run_1/met4.png
The bar under the picture is 20 um long.
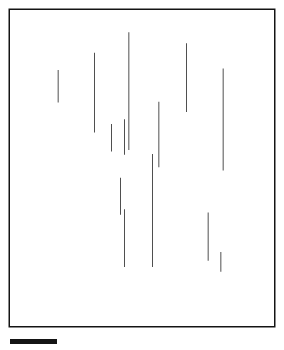
run_1/final_placement.png
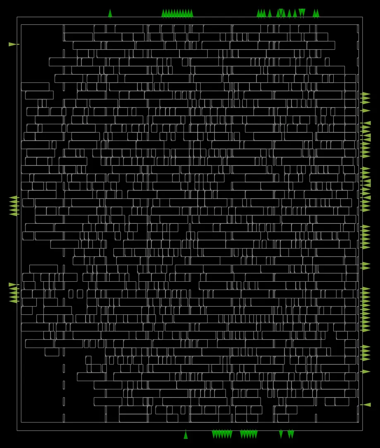
run_1/gate_families.png
The bar under the picture is 20 um long.
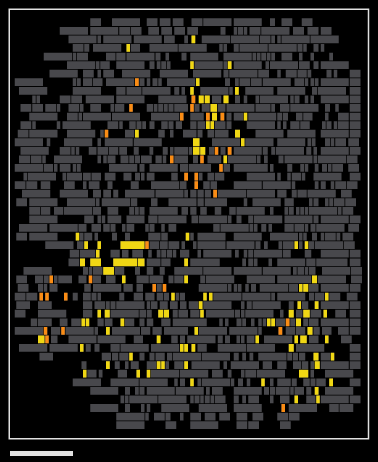
<file path="config.mk">
export PLATFORM = sky130hd
export DESIGN_NAME = adder_bist
export DESIGN_NICKNAME = d
export VERILOG_FILES = /design/src/rtl/adder_bist.sv
export SDC_FILE = /design/constraint.sdc
export NUM_CORES = 1
export LEC_CHECK = 0
export CORE_ASPECT_RATIO = 1.2
export CORE_UTILIZATION = 56
export CTS_CLUSTER_DIAMETER = 60
export DETAILED_ROUTE_END_ITERATION = 16
export GPL_TIMING_DRIVEN = 0
export HOLD_SLACK_MARGIN = 0.06
export MAX_ROUTING_LAYER = met4
export PLACE_DENSITY_LB_ADDON = 0.25
export RECOVER_POWER = 100
export SLEW_MARGIN = 25
export SYNTH_ARGS = -nofsm -noshare
export SYNTH_HDL_FRONTEND = slang
export SYNTH_SLANG_ARGS = --single-unit
</file>
<file path="constraint.sdc">
create_clock -name clk -period 4.84 [get_ports clk]
set_input_delay 0.726 -clock clk [delete_from_list [all_inputs] [get_ports clk]]
set_output_delay 0.726 -clock clk [all_outputs]
set_load 0.05 [all_outputs]
</file>
<file path="src/rtl/adder_bist.sv">
// Built-in self-test for an external adder. Drives a fixed-then-pseudorandom
// vector stream into the adder under test, carries the expected result down a
// delay line that matches the adder latency, and counts/captures mismatches.
//
// Handshake: start is a single-cycle request with no ready; it is accepted only
// in IDLE or DONE and silently dropped in RUN/DRAIN. busy/done/pass are level
// status outputs derived from the FSM state.
module adder_bist #(
  parameter int          WIDTH   = 8,
  parameter int          DUT_LAT = 0,
  parameter int          NUM_VEC = 256,
  parameter logic [31:0] SEED    = 32'h0000_0008
) (
  input  logic             clk,
  input  logic             rst_n,
  input  logic             start,
  input  logic             stop_on_err,
  output logic [WIDTH-1:0] dut_a,
  output logic [WIDTH-1:0] dut_b,
  output logic             dut_ci,
  input  logic [WIDTH-1:0] dut_sum,
  input  logic             dut_co,
  output logic             busy,
  output logic             done,
  output logic             pass,
  output logic [15:0]      err_count,
  output logic [15:0]      fail_idx,
  output logic [WIDTH-1:0] fail_a,
  output logic [WIDTH-1:0] fail_b,
  output logic             fail_ci,
  output logic [WIDTH:0]   fail_got,
  output logic [WIDTH:0]   fail_exp,
  output logic [1:0]       dbg_state
);

  typedef enum logic [1:0] {IDLE = 2'd0, RUN = 2'd1, DRAIN = 2'd2, DONE = 2'd3} state_t;

  localparam logic [31:0] TAPS       = 32'h8020_0003;
  localparam logic [15:0] LAST_IDX   = 16'(NUM_VEC - 1);
  localparam logic [2:0]  DRAIN_LAST = 3'((DUT_LAT > 0) ? DUT_LAT - 1 : 0);

  // One in-flight vector: what was sent and what must come back.
  typedef struct packed {
    logic             valid;
    logic [15:0]      idx;
    logic [WIDTH-1:0] a;
    logic [WIDTH-1:0] b;
    logic             ci;
    logic [WIDTH:0]   exp;
  } slot_t;

  state_t      state, state_nxt;
  slot_t       pipe [0:DUT_LAT];
  slot_t       issue_slot, cmp;
  logic [15:0] vec_idx, nxt_idx;
  logic [2:0]  drain_cnt;
  logic        stop_mode;
  logic [31:0] lfsr;

  logic             launch, last_issue, issue, mismatch, abort, drain_end;
  logic [WIDTH-1:0] nxt_a, nxt_b;
  logic             nxt_ci;
  logic [WIDTH:0]   got;

  function automatic logic [31:0] lfsr_step(input logic [31:0] s);
    return {1'b0, s[31:1]} ^ (s[0] ? TAPS : 32'h0);
  endfunction

  // Issue decision, next vector selection and the compare at the delay-line tail.
  always_comb begin
    launch     = start && (state == IDLE || state == DONE);
    last_issue = (state == RUN) && (vec_idx == LAST_IDX);
    cmp        = pipe[DUT_LAT];
    got        = {dut_co, dut_sum};
    mismatch   = cmp.valid && (got != cmp.exp);
    abort      = mismatch && stop_mode;
    issue      = launch || ((state == RUN) && !last_issue && !abort);
    drain_end  = (state == DRAIN) && (drain_cnt == DRAIN_LAST);
    nxt_idx    = launch ? 16'd0 : vec_idx + 16'd1;
    // Vector 0 is all zeros, vector 1 ripples a carry through every bit.
    if (nxt_idx == 16'd0) begin
      nxt_a  = '0;
      nxt_b  = '0;
      nxt_ci = 1'b0;
    end else if (nxt_idx == 16'd1) begin
      nxt_a  = '1;
      nxt_b  = '0;
      nxt_ci = 1'b1;
    end else begin
      nxt_a  = lfsr[WIDTH-1:0];
      nxt_b  = lfsr[31:32-WIDTH];
      nxt_ci = lfsr[16];
    end
    issue_slot.valid = 1'b1;
    issue_slot.idx   = nxt_idx;
    issue_slot.a     = nxt_a;
    issue_slot.b     = nxt_b;
    issue_slot.ci    = nxt_ci;
    issue_slot.exp   = {1'b0, nxt_a} + {1'b0, nxt_b} + {{WIDTH{1'b0}}, nxt_ci};
  end

  // Next-state logic.
  always_comb begin
    state_nxt = state;
    case (state)
      IDLE:    if (launch) state_nxt = RUN;
      RUN: begin
        if (abort)           state_nxt = DONE;
        else if (last_issue) state_nxt = (DUT_LAT > 0) ? DRAIN : DONE;
      end
      DRAIN:   if (abort || drain_end) state_nxt = DONE;
      DONE:    if (launch) state_nxt = RUN;
      default: state_nxt = IDLE;
    endcase
  end

  // State register.
  always_ff @(posedge clk or negedge rst_n) begin
    if (!rst_n) state <= IDLE;
    else        state <= state_nxt;
  end

  // Vector generator: index, LFSR and the registered operands to the adder.
  always_ff @(posedge clk or negedge rst_n) begin
    if (!rst_n) begin
      vec_idx   <= '0;
      drain_cnt <= '0;
      stop_mode <= 1'b0;
      lfsr      <= SEED;
      dut_a     <= '0;
      dut_b     <= '0;
      dut_ci    <= 1'b0;
    end else begin
      drain_cnt <= (state == DRAIN) ? drain_cnt + 3'd1 : 3'd0;
      if (launch) stop_mode <= stop_on_err;
      if (launch)                             lfsr <= SEED;
      else if (issue && (nxt_idx >= 16'd2))   lfsr <= lfsr_step(lfsr);
      if (issue) begin
        vec_idx <= nxt_idx;
        dut_a   <= nxt_a;
        dut_b   <= nxt_b;
        dut_ci  <= nxt_ci;
      end
    end
  end

  // Expected-result delay line; an abort discards everything in flight.
  always_ff @(posedge clk or negedge rst_n) begin
    if (!rst_n) begin
      for (int j = 0; j <= DUT_LAT; j++) pipe[j] <= '0;
    end else begin
      pipe[0] <= issue ? issue_slot : '0;
      for (int j = 1; j <= DUT_LAT; j++) pipe[j] <= abort ? '0 : pipe[j-1];
    end
  end

  // Error counter (saturating) and first-failure capture.
  always_ff @(posedge clk or negedge rst_n) begin
    if (!rst_n) begin
      err_count <= '0;
      fail_idx  <= '0;
      fail_a    <= '0;
      fail_b    <= '0;
      fail_ci   <= 1'b0;
      fail_got  <= '0;
      fail_exp  <= '0;
    end else if (launch) begin
      err_count <= '0;
      fail_idx  <= '0;
      fail_a    <= '0;
      fail_b    <= '0;
      fail_ci   <= 1'b0;
      fail_got  <= '0;
      fail_exp  <= '0;
    end else if (mismatch) begin
      if (err_count != 16'hFFFF) err_count <= err_count + 16'd1;
      if (err_count == 16'd0) begin
        fail_idx <= cmp.idx;
        fail_a   <= cmp.a;
        fail_b   <= cmp.b;
        fail_ci  <= cmp.ci;
        fail_got <= got;
        fail_exp <= cmp.exp;
      end
    end
  end

  assign busy      = (state == RUN) || (state == DRAIN);
  assign done      = (state == DONE);
  assign pass      = (state == DONE) && (err_count == 16'd0);
  assign dbg_state = state;

endmodule
</file>
==> impl_metrics.py, run 1 <==
# Flow results
metrics = {
    "critical_path": {
        "reg2reg_slack_ps": 270,
        "crit_end": "cmp[7]",
        "critPathMaxStageDelay_ps": 550,
        "reg2reg_depth": 14,
        "r2r-end": "cmp[7]",
        "critPathLaunchType": "flop",
        "end_kind": "flop",
        "cp_num_buf_inv": 0,
        "cp.arrival_ps": 4920,
        "cpLargestDelayFamily": "simple AND/OR/NAND/NOR gates",
        "path_depth": 14,
        "crit_slowest_cell": "a2111oi_1",
        "critPathKind": "reg -> reg",
    },
    "route": {
        "firstDrtPassIters": 6,
        "wl_per_cell_um": 16.3,
        "drt_iter0_markers": 618,
        "antenna_left": 0,
        "dr_wl_met3_um": 948,
        "top_layer_used": "met4",
        "viasPerCell": 5.60,
        "wl_met1_um": 8660,
    },
    "sta": {
        "fin_ws_ps": 266,
        "hold_violations": 0,
        "fmax_mhz": 219,
        "slew_violations": 86,
        "min_period_ps": 4570,
        "fin_tns_setup_ps": 0,
        "slew_headroom": -1.47,
        "tightest_slew_ps": 3710,
    },
    "cts": {
        "cts_buffers": 17,
        "hold_buffers": 0,
        "cts_resized": 1,
    },
    "grt": {
        "grt.busiest_layer": "met2",
        "first_global_vias": 6472,
        "antenna_found_initial": 0,
        "met2_usage": 0.439,
        "grt_usage": 0.281,
        "grt_max_degree": 98,
    },
    "flow_run": {
        "warnings": 31,
        "cap_violations": 2,
    },
    "hold_path": {
        "min_to": "drain_cnt[0]",
        "worstHoldPathType": "reg -> reg",
        "min_path_cells": 1,
        "worstHoldStart": "drain_cnt[0]",
    },
    "yosys": {
        "aoi_share": 0.115,
        "netlist_instances": 852,
        "yosysTopAreaCellShare": 0.539,
        "common_cells": "dfrtp_1 (180), nand2_1 (162), a21oi_1 (66), nor2_1 (64), clkbuf_1 (37)",
        "synth.distinct_cells": 56,
        "fp_nets": 883,
        "adder_share": 0.0288,
        "synth.logic.top_family": "simple AND/OR/NAND/NOR gates",
        "ys_sh_simple": 0.186,
        "syn_area_mm2": 0.00835,
        "synth_flops": 181,
        "postSynthAreaPerCell_um2": 9.81,
        "flop_cell": "dfrtp_1",
        "yosysWarnings": 0,
        "xor_share": 0.0577,
        "edf_count": 0,
    },
    "placement": {
        "placed_cells": 1154,
        "port_buffers": 101,
        "gp_congestion": 0.926,
        "place_ws_ps": -651,
    },
    "layout": {
        "antenna_cells": 0,
        "design.seq.count": 181,
        "logic_area_mm2": 0.00353,
        "layout-drive-gt1-share": 0.0619,
        "largest_class": "sequential cells",
        "final_nets": 1003,
        "area_delta_synth_final_pct": 23.2,
        "clock_area_frac": 0.0614,
        "buf_share": 0.120,
        "seqCellArea_mm2": 0.00453,
        "nNonClkInverters": 31,
        "nMultiInputCombCells": 591,
    },
    "power_and_ir_drop": {
        "max-vdd-ir-drop_v": 0.000370,
        "power_mw": 5.95,
        "power.density_mw_per_mm2": 579,
        "swShare": 0.429,
        "seqPwrFrac": 0.324,
        "combPwrFrac": 0.430,
    },
    "floorplan": {
        "ios": 102,
        "chip_area_mm2": 0.0154,
        "fp_util": 0.577,
        "die_width_um": 114,
        "die_h_um": 136,
    },
    "status": {
        "status": "complete, but fails checks",
        "failed_checks": "max-capacitance violations, max-slew violations",
    },
}
About met4.png:
The layer holds 1.8% of the routed length. 9 nets have wire on it. The longest straight run is 50.3 um.
Routed WL: 19400 um
via count: 6638

About final_placement.png:
floorplan row count: 48
flop share of the area: 0.440
n_taps: 200
final core occ: 0.711
core box area: 0.0145 mm2

About gate_families.png:
Key: yellow = NOR gates [cells 94, where all over the die]; orange = inverters [cells 31]
combinational share of cell area: 0.343
Top cell excl fill/tap: dfrtp_1
non-filler cells, final: 1185

run 1: worst reg2reg max path: stages, from the launching register on:
cell and delay (ps):
dfrtp_1 500, ha_1 280, nand3_1 180, nor4_4 430, mux2_1 430, nor4_4 490, a21o_1 310, and2_1 170
ha_1 230, a21o_1 180, a21oi_1 230, o21ai_0 170, a2111oi_1 550, nor4_1 120, nor3_1 220
run 1: flip-flops by register name, indices dropped and copies added (netlist names), 2 cells and up:
register   flops
dut_b          8
fail_a         8
fail_got       9
err_count     16
fail_exp       9
dbg_state      2
vec_idx       16
lfsr          32
dut_a          8
cmp           43
fail_b         8
fail_idx      16
drain_cnt      3
==> run 1 -> run 2 <==
SLEW_MARGIN = unset   (was 25)
run_2/cell_classes.png
The bar under the picture is 20 um long. Fill, decap, tap and diode cells in grey.
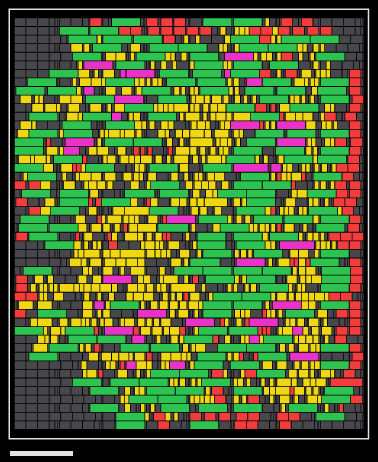
Key: red = other buffers and delay cells [cells 151, share of their area 12%]; yellow = all other logic [cells 622, share of their area 36%]; green = flip-flops [cells 181, share of their area 45%]; magenta = clock drivers and dummy loads [cells 32, share of their area 6.1%]
flop share of the area: 0.441
Finished Cell Area: 0.0103 mm2
final core occ: 0.709

run_2/metal_stack.png
The bar under the picture is 20 um long.
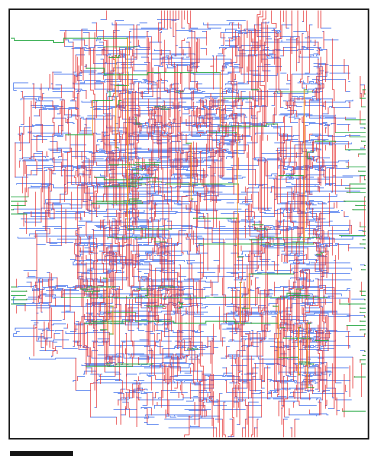
Key: red = met2 [wire length 9600 um]; orange = met4 [wire length 326 um]; blue = met1 [wire length 8570 um]; green = met3 [wire length 927 um]
WL per Instance: 16.4 um
GRT Total Usage: 0.278
via count: 6623
Routed WL: 19400 um

==> run 2 against run 1 <==
The run still ends with max-capacitance violations, max-slew violations left. Non-clock buffer count up 1. Register-to-register slack better by 120 ps. Final area down 0.19%. Total power down 0.89%. Routed wire length up 0.29%. Critical path type unchanged. Critical endpoint is now cmp[6]. Largest power group unchanged.
==> impl_metrics.py, run 2 <==
# Flow results
metrics = {
    "layout": {
        "nFillCells": 1080,
        "final_nets": 1004,
        "mostFrequentLayoutCell": "dfrtp_1",
        "area_delta_synth_final_pct": 22.9,
        "layout-drive-gt1-share": 0.0649,
        "final_cells": 1186,
        "antenna_cells": 0,
        "largest_reg_flops": 43,
    },
    "critical_path": {
        "critPathMaxStageDelay_ps": 570,
        "reg2reg_depth": 17,
        "end_kind": "flop",
        "crit_end": "cmp[6]",
        "cpLargestDelayFamily": "simple AND/OR/NAND/NOR gates",
        "critPathKind": "reg -> reg",
        "r2r-end": "cmp[6]",
        "path_depth": 17,
        "cp.arrival_ps": 4780,
        "cp_num_buf_inv": 3,
        "crit_slowest_cell": "nor4_4",
    },
    "status": {
        "failed_checks": "max-capacitance violations, max-slew violations",
        "status": "complete, but fails checks",
    },
    "flow_run": {
        "cap_violations": 1,
        "warnings": 33,
    },
    "yosys": {
        "flop_cell": "dfrtp_1",
        "synth.distinct_cells": 56,
        "edf_count": 0,
        "common_cells": "dfrtp_1 (180), nand2_1 (162), a21oi_1 (66), nor2_1 (64), clkbuf_1 (37)",
        "syn_area_mm2": 0.00835,
        "netlist_instances": 852,
        "synth.logic.top_family": "simple AND/OR/NAND/NOR gates",
        "synth_flops": 181,
        "xor_share": 0.0577,
        "yosysWarnings": 0,
        "postSynthAreaPerCell_um2": 9.81,
        "fp_nets": 883,
        "ys_sh_simple": 0.186,
        "yosysTopAreaCellShare": 0.539,
        "adder_share": 0.0288,
    },
    "route": {
        "top_layer_used": "met4",
        "wl_met1_um": 8570,
        "firstDrtPassIters": 6,
        "dr_wl_met3_um": 926,
        "antenna_left": 0,
    },
    "placement": {
        "port_buffers": 101,
        "gp_congestion": 0.926,
        "place_ws_ps": -643,
    },
    "power_and_ir_drop": {
        "seqPwrFrac": 0.327,
        "swShare": 0.432,
        "combPwrFrac": 0.432,
        "power.density_mw_per_mm2": 575,
        "max-vdd-ir-drop_v": 0.000433,
        "power_mw": 5.90,
    },
    "hold_path": {
        "min_to": "drain_cnt[0]",
    },
    "sta": {
        "fin_tns_setup_ps": 0,
        "fmax_mhz": 224,
        "hold_violations": 0,
        "tightest_slew_ps": 2930,
        "slew_headroom": -0.956,
        "rsz0062_at_grt": "false",
        "min_period_ps": 4460,
        "slew_violations": 54,
    },
    "floorplan": {
        "core_mm2": 0.0145,
        "chip_area_mm2": 0.0154,
        "die_h_um": 136,
        "die_width_um": 114,
        "fp_util": 0.577,
        "num_rows": 48,
        "ios": 102,
    },
    "cts": {
        "hold_buffers": 0,
        "cts_buffers": 17,
    },
    "grt": {
        "first_global_vias": 6507,
        "antenna_found_initial": 0,
        "grt.busiest_layer": "met2",
    },
}
==> run 2: cell counts after synthesis <==
No cell type changed its count.
==> run 2: area by class of cell <==
class,count,area (um2),share of cell area
multi-input combinational,591,3530,0.344
timing repair buffer,103,1040,0.101
sequential,181,4530,0.441
tap,200,250,0.0244
clock buffer,20,467,0.0454
clock inverter,12,143,0.0139
buffer,48,190,0.0185
inverter,31,116,0.0113
==> run 2: worst register-to-register path, delay by kind of cell, from the launching register on <==
family	cells	cell delay, ps
AOI/OAI and AO/OA	5	1140
adders and majority gates	2	600
buffers and inverters	3	470
DFF	1	330
and+or+nand+nor	7	1820
==> run 2: what timing repair did <==
action / CTS / global route
gates resized: 1 / 13
pin swaps: 0 / 1
buffers inserted: 0 / 1
setup endpoints to repair: 2 / 4
Power figures rest on the tool's default switching activity, not on a simulated workload.
